===== src/rtl/mem_wb_stage.sv =====
// Memory/write-back stage: data-memory access over req/gnt/rvalid, load alignment and extension,
// and register-file write port. Upstream is stalled while a memory transaction is outstanding.
module mem_wb_stage #(
  parameter int unsigned TIMEOUT_CYCLES = 255
) (
  input  logic        clk_in,
  input  logic        rst_in,
  input  logic        valid_in,
  output logic        ready_out,
  input  logic [4:0]  rd_addr_in,
  input  logic [31:0] alu_result_in,
  input  logic [31:0] rs2_in,
  input  logic [31:0] pc_plus_4_in,
  input  logic [31:0] iadder_in,
  input  logic [2:0]  wb_mux_sel_in,
  input  logic [1:0]  load_size_in,
  input  logic        load_unsigned_in,
  input  logic        is_load_in,
  input  logic        is_store_in,
  input  logic        rf_wr_en_in,
  output logic        dmem_req_out,
  output logic        dmem_we_out,
  output logic [31:0] dmem_addr_out,
  output logic [3:0]  dmem_be_out,
  output logic [31:0] dmem_wdata_out,
  input  logic        dmem_gnt_in,
  input  logic        dmem_rvalid_in,
  input  logic [31:0] dmem_rdata_in,
  output logic        rf_wr_en_out,
  output logic [4:0]  rf_rd_addr_out,
  output logic [31:0] rf_wr_data_out,
  output logic        misalign_out,
  output logic        bus_err_out
);

  localparam int unsigned CntW = (TIMEOUT_CYCLES < 2) ? 1 : $clog2(TIMEOUT_CYCLES);

  typedef enum logic [1:0] {StIdle, StReq, StWait} state_e;

  state_e            state_q, state_d;
  logic [CntW-1:0]   cnt_q, cnt_d;
  logic              req_q, req_d, we_q, we_d;
  logic [31:0]       addr_q, addr_d, wdata_q, wdata_d;
  logic [3:0]        be_q, be_d;
  logic [4:0]        rd_q, rd_d;
  logic [1:0]        size_q, size_d, off_q, off_d;
  logic              uns_q, uns_d, ld_q, ld_d, wen_q, wen_d;
  logic              rf_wr_en_q, rf_wr_en_d, misalign_q, misalign_d, bus_err_q, bus_err_d;
  logic [4:0]        rf_rd_addr_q, rf_rd_addr_d;
  logic [31:0]       rf_wr_data_q, rf_wr_data_d;

  logic        transfer, mem_op, misaligned, start;
  logic        last_cycle, store_done, load_done, done, timeout;
  logic [31:0] wb_data, be_wdata, lane_shift, load_data;
  logic [3:0]  be_calc;
  logic [15:0] lane_half;

  assign transfer   = valid_in & (state_q == StIdle);
  assign mem_op     = is_load_in | is_store_in;
  assign misaligned = ((load_size_in == 2'b01) & alu_result_in[0]) |
                      (load_size_in[1] & (|alu_result_in[1:0]));
  assign start      = transfer & mem_op & ~misaligned;
  assign last_cycle = (cnt_q == CntW'(TIMEOUT_CYCLES - 1));
  assign store_done = (state_q == StReq) & ~ld_q & dmem_gnt_in;
  // Zero-wait memory: rvalid alongside gnt completes the load directly from REQ.
  assign load_done  = (((state_q == StReq) & dmem_gnt_in) | (state_q == StWait)) & ld_q &
                      dmem_rvalid_in;
  assign done       = store_done | load_done;
  assign timeout    = (state_q != StIdle) & ~done & last_cycle;

  always_ff @(posedge clk_in) begin
    if (!rst_in) begin
      state_q      <= StIdle;
      cnt_q        <= '0;
      req_q        <= 1'b0;
      we_q         <= 1'b0;
      addr_q       <= '0;
      wdata_q      <= '0;
      be_q         <= '0;
      rd_q         <= '0;
      size_q       <= '0;
      off_q        <= '0;
      uns_q        <= 1'b0;
      ld_q         <= 1'b0;
      wen_q        <= 1'b0;
      rf_wr_en_q   <= 1'b0;
      rf_rd_addr_q <= '0;
      rf_wr_data_q <= '0;
      misalign_q   <= 1'b0;
      bus_err_q    <= 1'b0;
    end else begin
      state_q      <= state_d;
      cnt_q        <= cnt_d;
      req_q        <= req_d;
      we_q         <= we_d;
      addr_q       <= addr_d;
      wdata_q      <= wdata_d;
      be_q         <= be_d;
      rd_q         <= rd_d;
      size_q       <= size_d;
      off_q        <= off_d;
      uns_q        <= uns_d;
      ld_q         <= ld_d;
      wen_q        <= wen_d;
      rf_wr_en_q   <= rf_wr_en_d;
      rf_rd_addr_q <= rf_rd_addr_d;
      rf_wr_data_q <= rf_wr_data_d;
      misalign_q   <= misalign_d;
      bus_err_q    <= bus_err_d;
    end
  end

  always_comb begin
    state_d = state_q;
    cnt_d   = cnt_q;
    unique case (state_q)
      StIdle: begin
        if (start) begin
          state_d = StReq;
          cnt_d   = '0;
        end
      end
      StReq: begin
        if (done || timeout) begin
          state_d = StIdle;
        end else begin
          if (dmem_gnt_in) state_d = StWait;
          cnt_d = cnt_q + CntW'(1);
        end
      end
      StWait: begin
        if (done || timeout) state_d = StIdle;
        else                 cnt_d   = cnt_q + CntW'(1);
      end
      default: state_d = StIdle;
    endcase
  end

  always_comb begin
    case (wb_mux_sel_in)
      3'b010:  wb_data = iadder_in;
      3'b011:  wb_data = pc_plus_4_in;
      default: wb_data = alu_result_in;
    endcase
    case (load_size_in)
      2'b00:   be_calc = 4'b0001 << alu_result_in[1:0];
      2'b01:   be_calc = alu_result_in[1] ? 4'b1100 : 4'b0011;
      default: be_calc = 4'b1111;
    endcase
    case (load_size_in)
      2'b00:   be_wdata = {4{rs2_in[7:0]}};
      2'b01:   be_wdata = {2{rs2_in[15:0]}};
      default: be_wdata = rs2_in;
    endcase
    lane_shift = dmem_rdata_in >> {off_q, 3'b000};
    lane_half  = off_q[1] ? dmem_rdata_in[31:16] : dmem_rdata_in[15:0];
    case (size_q)
      2'b00:   load_data = {{24{~uns_q & lane_shift[7]}}, lane_shift[7:0]};
      2'b01:   load_data = {{16{~uns_q & lane_half[15]}}, lane_half};
      default: load_data = dmem_rdata_in;
    endcase
  end

  always_comb begin
    req_d        = req_q;
    we_d         = we_q;
    addr_d       = addr_q;
    wdata_d      = wdata_q;
    be_d         = be_q;
    rd_d         = rd_q;
    size_d       = size_q;
    off_d        = off_q;
    uns_d        = uns_q;
    ld_d         = ld_q;
    wen_d        = wen_q;
    rf_wr_en_d   = 1'b0;
    rf_rd_addr_d = rf_rd_addr_q;
    rf_wr_data_d = rf_wr_data_q;
    misalign_d   = 1'b0;
    bus_err_d    = 1'b0;
    if (transfer) begin
      if (!mem_op) begin
        rf_wr_en_d   = rf_wr_en_in & (|rd_addr_in);
        rf_rd_addr_d = rd_addr_in;
        rf_wr_data_d = wb_data;
      end else if (misaligned) begin
        misalign_d = 1'b1;
      end else begin
        req_d   = 1'b1;
        we_d    = ~is_load_in;
        addr_d  = {alu_result_in[31:2], 2'b00};
        be_d    = be_calc;
        wdata_d = is_load_in ? 32'h0 : be_wdata;
        rd_d    = rd_addr_in;
        size_d  = load_size_in;
        off_d   = alu_result_in[1:0];
        uns_d   = load_unsigned_in;
        ld_d    = is_load_in;
        wen_d   = rf_wr_en_in;
      end
    end
    if ((state_q == StReq) && (dmem_gnt_in || timeout)) req_d = 1'b0;
    if (load_done) begin
      rf_wr_en_d   = wen_q & (|rd_q);
      rf_rd_addr_d = rd_q;
      rf_wr_data_d = load_data;
    end
    if (timeout) bus_err_d = 1'b1;
  end

  assign ready_out      = (state_q == StIdle);
  assign dmem_req_out   = req_q;
  assign dmem_we_out    = we_q;
  assign dmem_addr_out  = addr_q;
  assign dmem_be_out    = be_q;
  assign dmem_wdata_out = wdata_q;
  assign rf_wr_en_out   = rf_wr_en_q;
  assign rf_rd_addr_out = rf_rd_addr_q;
  assign rf_wr_data_out = rf_wr_data_q;
  assign misalign_out   = misalign_q;
  assign bus_err_out    = bus_err_q;

endmodule


===== config.mk =====
export PLATFORM = sky130hd
export DESIGN_NAME = mem_wb_stage
export DESIGN_NICKNAME = d
export VERILOG_FILES = /design/src/rtl/mem_wb_stage.sv
export SDC_FILE = /design/constraint.sdc
export NUM_CORES = 1
export LEC_CHECK = 0
export ABC_AREA = 1
export CAP_MARGIN = 25
export CORE_MARGIN = 4
export CORE_UTILIZATION = 48
export CTS_BUF_LIST = sky130_fd_sc_hd__clkbuf_8
export CTS_CLUSTER_SIZE = 10
export DETAILED_ROUTE_END_ITERATION = 8
export HOLD_SLACK_MARGIN = 0.02
export PLACE_DENSITY = 0.95
export SKIP_CTS_REPAIR_TIMING = 1
export SYNTH_ARGS = -nofsm -noshare
export SYNTH_HDL_FRONTEND = slang
export SYNTH_SLANG_ARGS = --single-unit

===== constraint.sdc =====
create_clock -name clk_in -period 4.1 [get_ports clk_in]
set_clock_uncertainty 0.05 [all_clocks]
set_input_delay 0.82 -clock clk_in [delete_from_list [all_inputs] [get_ports clk_in]]
set_output_delay 0.82 -clock clk_in [all_outputs]
set_load 0.03 [all_outputs]

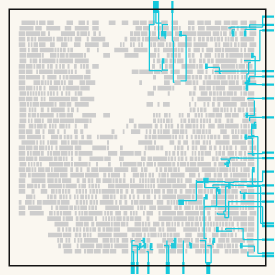
Fig. 1. Port wiring.
Scale: 2 px per um.
Key: cyan = iadder_in [bits 32, direction input, end cells 32, wire 914 um]

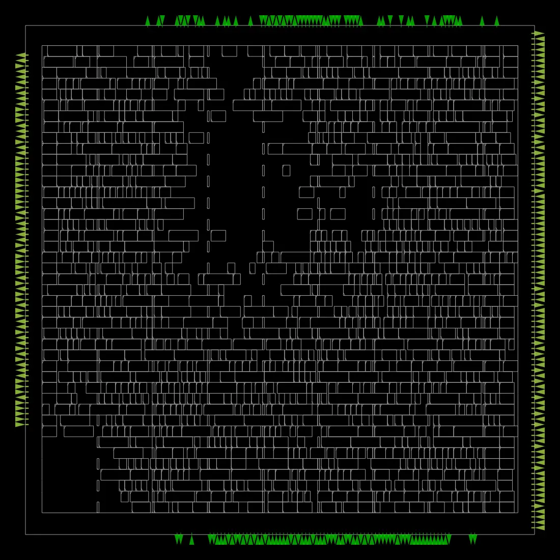
Fig. 2. Cell outlines without signal wires.
# fillers: 1044
sequential share of cell area: 0.259

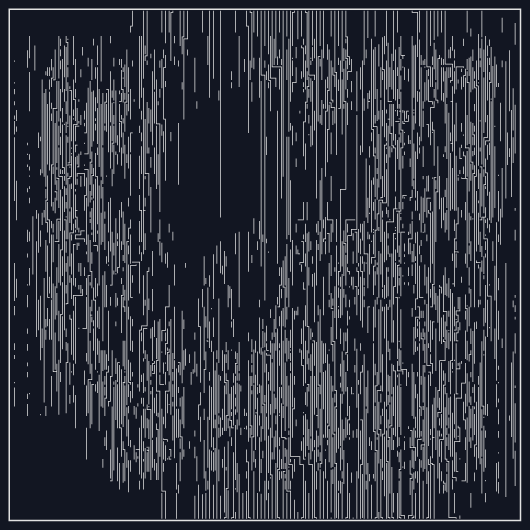
Fig. 3. The metal 2 layer.
Scale: 4 px per um.
The layer holds 49% of the routed length. The wires run mostly vertical. 1217 nets have wire on it. The layer carries 12700 um of wire. The longest straight run is 58.3 um.
wire length after detailed routing: 26.0 mm
Vias: 8192

==> Implementation_results.wiki <==
== Run summary ==
{| class="wikitable"
! Metric !! Value
|-
| Status || finished, final reports clean
|-
| Clock sinks || roughly 130
|-
| Main logic family after synthesis || simple AND/OR/NAND/NOR gates
|-
| Required time of the critical path || around 4400 ps
|-
| Worst ir drop on vdd || ~0.28 mV
|-
| Final sum of negative setup slack || 0 ps
|-
| Adder Area Share || 0.00914
|-
| Area fraction in and, or, nand and nor cells after synthesis || 0.328
|-
| Average cell area after synthesis || 6.67 sq um
|-
| Synthesis warning total || 0
|-
| Category of the worst setup path launch point || primary input
|-
| WP buf/inv || 4
|-
| Final Wtd Congestion || 0.943
|-
| Fraction of the yosys area taken by sequential cells || 0.380
|-
| Post-Syn Area || a little under 7000 sq um
|-
| Iter 0 DRT Violations || 788
|-
| Mux cell area share || 0
|-
| Leak pwr || about 4.0 nW
|-
| Wire length of the first global-routing pass || between 40 and 50 mm
|-
| Root Driver || sky130_fd_sc_hd__clkbuf_8
|-
| Source of the critical timing path || load_size_in[1]
|-
| First-pass iteration count of the detailed router || 5
|-
| Complex Gates by Area || 0.197
|-
| Worst-path fanout max || roughly 50
|-
| Number of placement rows || ~43
|-
| Final net count || roughly 1500
|-
| Remaining global-route overflow || 0
|-
| Reported clock group power || roughly 1.1 mW
|-
| End of the worst register-to-register path || dmem_be_out[2]
|-
| Peak Freq || around 340 MHz
|-
| Worst-path cell chain || clkdlybuf4s50_1 > buf_4 > inv_2 > nand2_4 > nand2_2 > nand2_4 > inv_2 > nand2_1 > a31oi_1
|-
| Capturing instance or port of the critical path || dmem_be_out[2]
|-
| Fraction of layout instances using a drive strength above 1 || 0.0628
|-
| Net switching power figure || 1.50 mW
|-
| Max stage delay cell, worst path || sky130_fd_sc_hd__inv_2
|-
| Post-Place Setup Slack || a little over 700 ps
|-
| Slack of the worst reg-to-reg path || 1410 ps
|-
| Clock latency of the later-clocked register in the worst-skew pair || approximately 440 ps
|-
| Smallest setup slack after layout || between 1000 and 1500 ps
|-
| Number of failing hold endpoints at the final stage || 0
|-
| Xor/xnor share of the synthesized area || 0
|-
| Synth Register Bits || around 130
|-
| Cell family with the largest share of critical-path delay || buffers and inverters
|-
| Max-Cap Viols || 0
|-
| Number of levels the H-tree was split into || 4
|-
| Number of pins exceeding their max-slew limit in the final report || 0
|-
| Count of cell instances traversed by the critical path || 9
|-
| Normalized max-slew margin || 0.334
|-
| Final count of negative-setup-slack endpoints || 0
|-
| Min-Delay Path Class || reg -> reg
|-
| Chip footprint || ~16000 sq um
|-
| Diodes inserted || 0
|-
| Part of the power in registers || 0.365
|-
| Worst hold slack after final layout || 419 ps
|-
| Cell count after synthesis || around 1000
|-
| Initial antenna violation count || 0
|-
| CTS tree || done
|-
| CTS Buf Count || 17
|-
| Endpoint type of the worst setup path || flop
|-
| Yosys Instances || around 1000
|-
| Setup Crit Path Kind || in -> reg
|-
| Clock tree buffer depth || 2
|-
| Signal arrival time at the worst endpoint || about 3300 ps
|-
| Internal Power || about 2.6 mW
|-
| Stage-log warning count || 29
|-
| Hold path startpoint || dmem_wdata_out[4]
|-
| R2R Path Start || state_q[0]
|-
| Number of global-route vias before repair || around 7700
|-
| R2R depth || 8
|-
| Clock transition at path regs || approximately 80 ps
|-
| Core area || ~14000 sq um
|-
| Effective utilization at floorplan || 0.491
|-
| Post-layout period usage of the worst path || 0.726
|-
| Minimum clock period after layout || ~3000 ps
|-
| Worst hold path depth || 2
|-
| Post-synthesis to final-layout area growth || 46.9%
|-
| Setup repair after global routing missed its margin || false
|-
| Top pwr grp || sequential cells
|-
| Post-detail-place hpwl || between 15 and 20 mm
|-
| Slew at the pin with the worst max-slew slack || 1000 ps
|-
| Count of unique library cells instantiated by Yosys || ~40
|-
| Chip Area, Yosys || ~7000 sq um
|-
| Horizontal die dimension || approximately 130 um
|-
| Worst hold endpoint || dmem_wdata_out[4]
|-
| Combinational power share || 0.356
|-
| Number of primary I/O pins || 290
|-
| Number of routed nets with antenna violations || 0
|-
| Seq power || around 1.5 mW
|-
| Power of the combinational group || roughly 1.5 mW
|-
| Largest net degree at the start of global routing || 74
|-
| Switching share of power || 0.367
|-
| Clock share of power || 0.279
|-
| Power density of the placed cells || between 400 and 500 nW/um^2
|-
| Maximum single-stage delay on the critical path || 740 ps
|-
| Vias per cell || 5.57
|-
| Drt drc || 0
|}
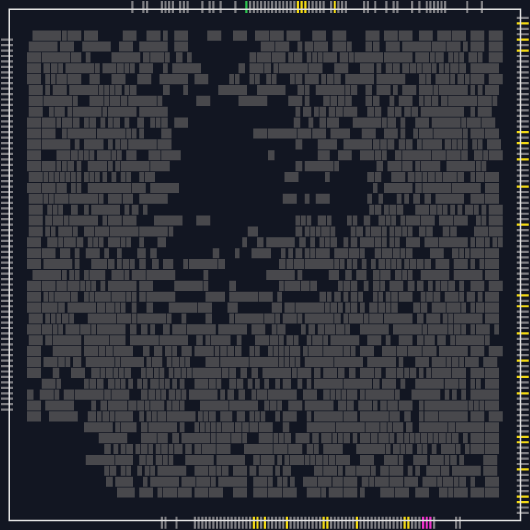
Fig. 4. I/O pins on the die edge.
Scale: 4 px per um. Pins as bars across the die edge, other pins in grey.
Key: yellow = iadder_in [pins 32, direction input, edge 19 east, 9 south, 4 north]; green = load_unsigned_in [pins 1, direction input, edge north]; magenta = wb_mux_sel_in [pins 3, direction input, edge south]
All pins by edge: 92 east, 71 south, 69 west, 58 north.
total of buffers placed on input and output ports: 287
Die Height: 127 um

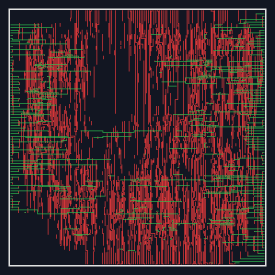
Fig. 5. Metal layers overlaid.
Scale: 2 px per um. Only two layers are drawn.
Key: red = M2 [wire length 12700 um]; green = M3 [wire length 2690 um]
global routing usage summed across all routing layers: 0.309
routed wirelength normalized by instance count: 17.7 um

## flip-flops by register name (all words and copies together), names as in the netlist, 2 cells and up
| name | count |
|---|---|
| state_q | 2 |
| rd_q | 5 |
| dmem_wdata_out | 32 |
| cnt_q | 8 |
| dmem_be_out | 4 |
| rf_wr_data_out | 32 |
| dmem_addr_out | 30 |
| rf_rd_addr_out | 5 |
| off_q | 2 |
| size_q | 2 |
## cell type report
class	instances	area (sq um)
Clock buffer	18	248
Fill cell	1044	3870
Tap cell	180	225
Sequential cell	130	2600
Multi-Input combinational cell	773	3670
Inverter	60	225
Timing Repair Buffer	295	2930
Clock inverter	14	163
## layer usage
layer  wire length [um]  GRT usage  up-vias
met3               2690     0.0844       72
met4               1020      0.145        0
met1               9570      0.356     3741
met5                  0          0        -
li1                   -          -     3889
met2              12700      0.531      490
## layout by cell type (no fill, tap or decap), types with 2 or more instances in the layout
cell	n
sky130_fd_sc_hd__a211oi_1	6
sky130_fd_sc_hd__a21boi_0	2
sky130_fd_sc_hd__a21boi_1	5
sky130_fd_sc_hd__a21oi_1	103
sky130_fd_sc_hd__a22oi_1	17
sky130_fd_sc_hd__a311oi_1	2
sky130_fd_sc_hd__a31oi_1	2
sky130_fd_sc_hd__buf_4	8
sky130_fd_sc_hd__bufinv_16	3
sky130_fd_sc_hd__clkbuf_8	18
sky130_fd_sc_hd__clkdlybuf4s50_1	286
sky130_fd_sc_hd__clkinv_2	4
sky130_fd_sc_hd__clkinv_4	2
sky130_fd_sc_hd__clkinvlp_4	3
sky130_fd_sc_hd__conb_1	2
sky130_fd_sc_hd__dfxtp_1	130
sky130_fd_sc_hd__ha_1	5
sky130_fd_sc_hd__inv_1	51
sky130_fd_sc_hd__inv_2	9
sky130_fd_sc_hd__nand2_1	263
sky130_fd_sc_hd__nand2_2	10
sky130_fd_sc_hd__nand2_4	5
sky130_fd_sc_hd__nand3_1	49
sky130_fd_sc_hd__nand4_1	22
sky130_fd_sc_hd__nor2_1	152
sky130_fd_sc_hd__nor2_2	4
sky130_fd_sc_hd__nor2_4	3
sky130_fd_sc_hd__nor3_1	7
sky130_fd_sc_hd__o211ai_1	10
sky130_fd_sc_hd__o21ai_0	85
sky130_fd_sc_hd__o21bai_1	2
sky130_fd_sc_hd__o221ai_1	4
sky130_fd_sc_hd__or2_2	5
## per-stage QoR
step,instances,power (mW),utilization,cell area [sq um]
floorplan,1027,2.40,-,6850
global placement,1438,2.91,0.693,9650
detailed placement,1438,2.94,0.693,9650
CTS,1470,4.09,0.722,10100
global route,1470,4.28,0.722,10100
finish,1470,4.09,0.722,10100
## Yosys cell counts, drive strengths merged
cell,number,share of area
dfxtp,130,0.38
ha,5,0.0091
a211oi,6,0.0066
buf,38,0.038
inv,59,0.032
conb,1,0.00055
nor4,1,0.00091
a31oi,2,0.0018
nand2,278,0.16
o211ai,10,0.011
a21boi,7,0.0077
clkinv,1,0.00055
or2,5,0.0046
nand4,22,0.020
o21ai,86,0.063
nor3,7,0.0051
o21bai,2,0.0022
clkbuf,26,0.014
o21a,1,0.0011
nand3b,1,0.0016
nor2,160,0.094
a22oi,17,0.019
o221ai,4,0.0051
a311oi,2,0.0026
nand3,51,0.040
a21oi,104,0.078
Power figures rest on the tool's default switching activity, not on a simulated workload.
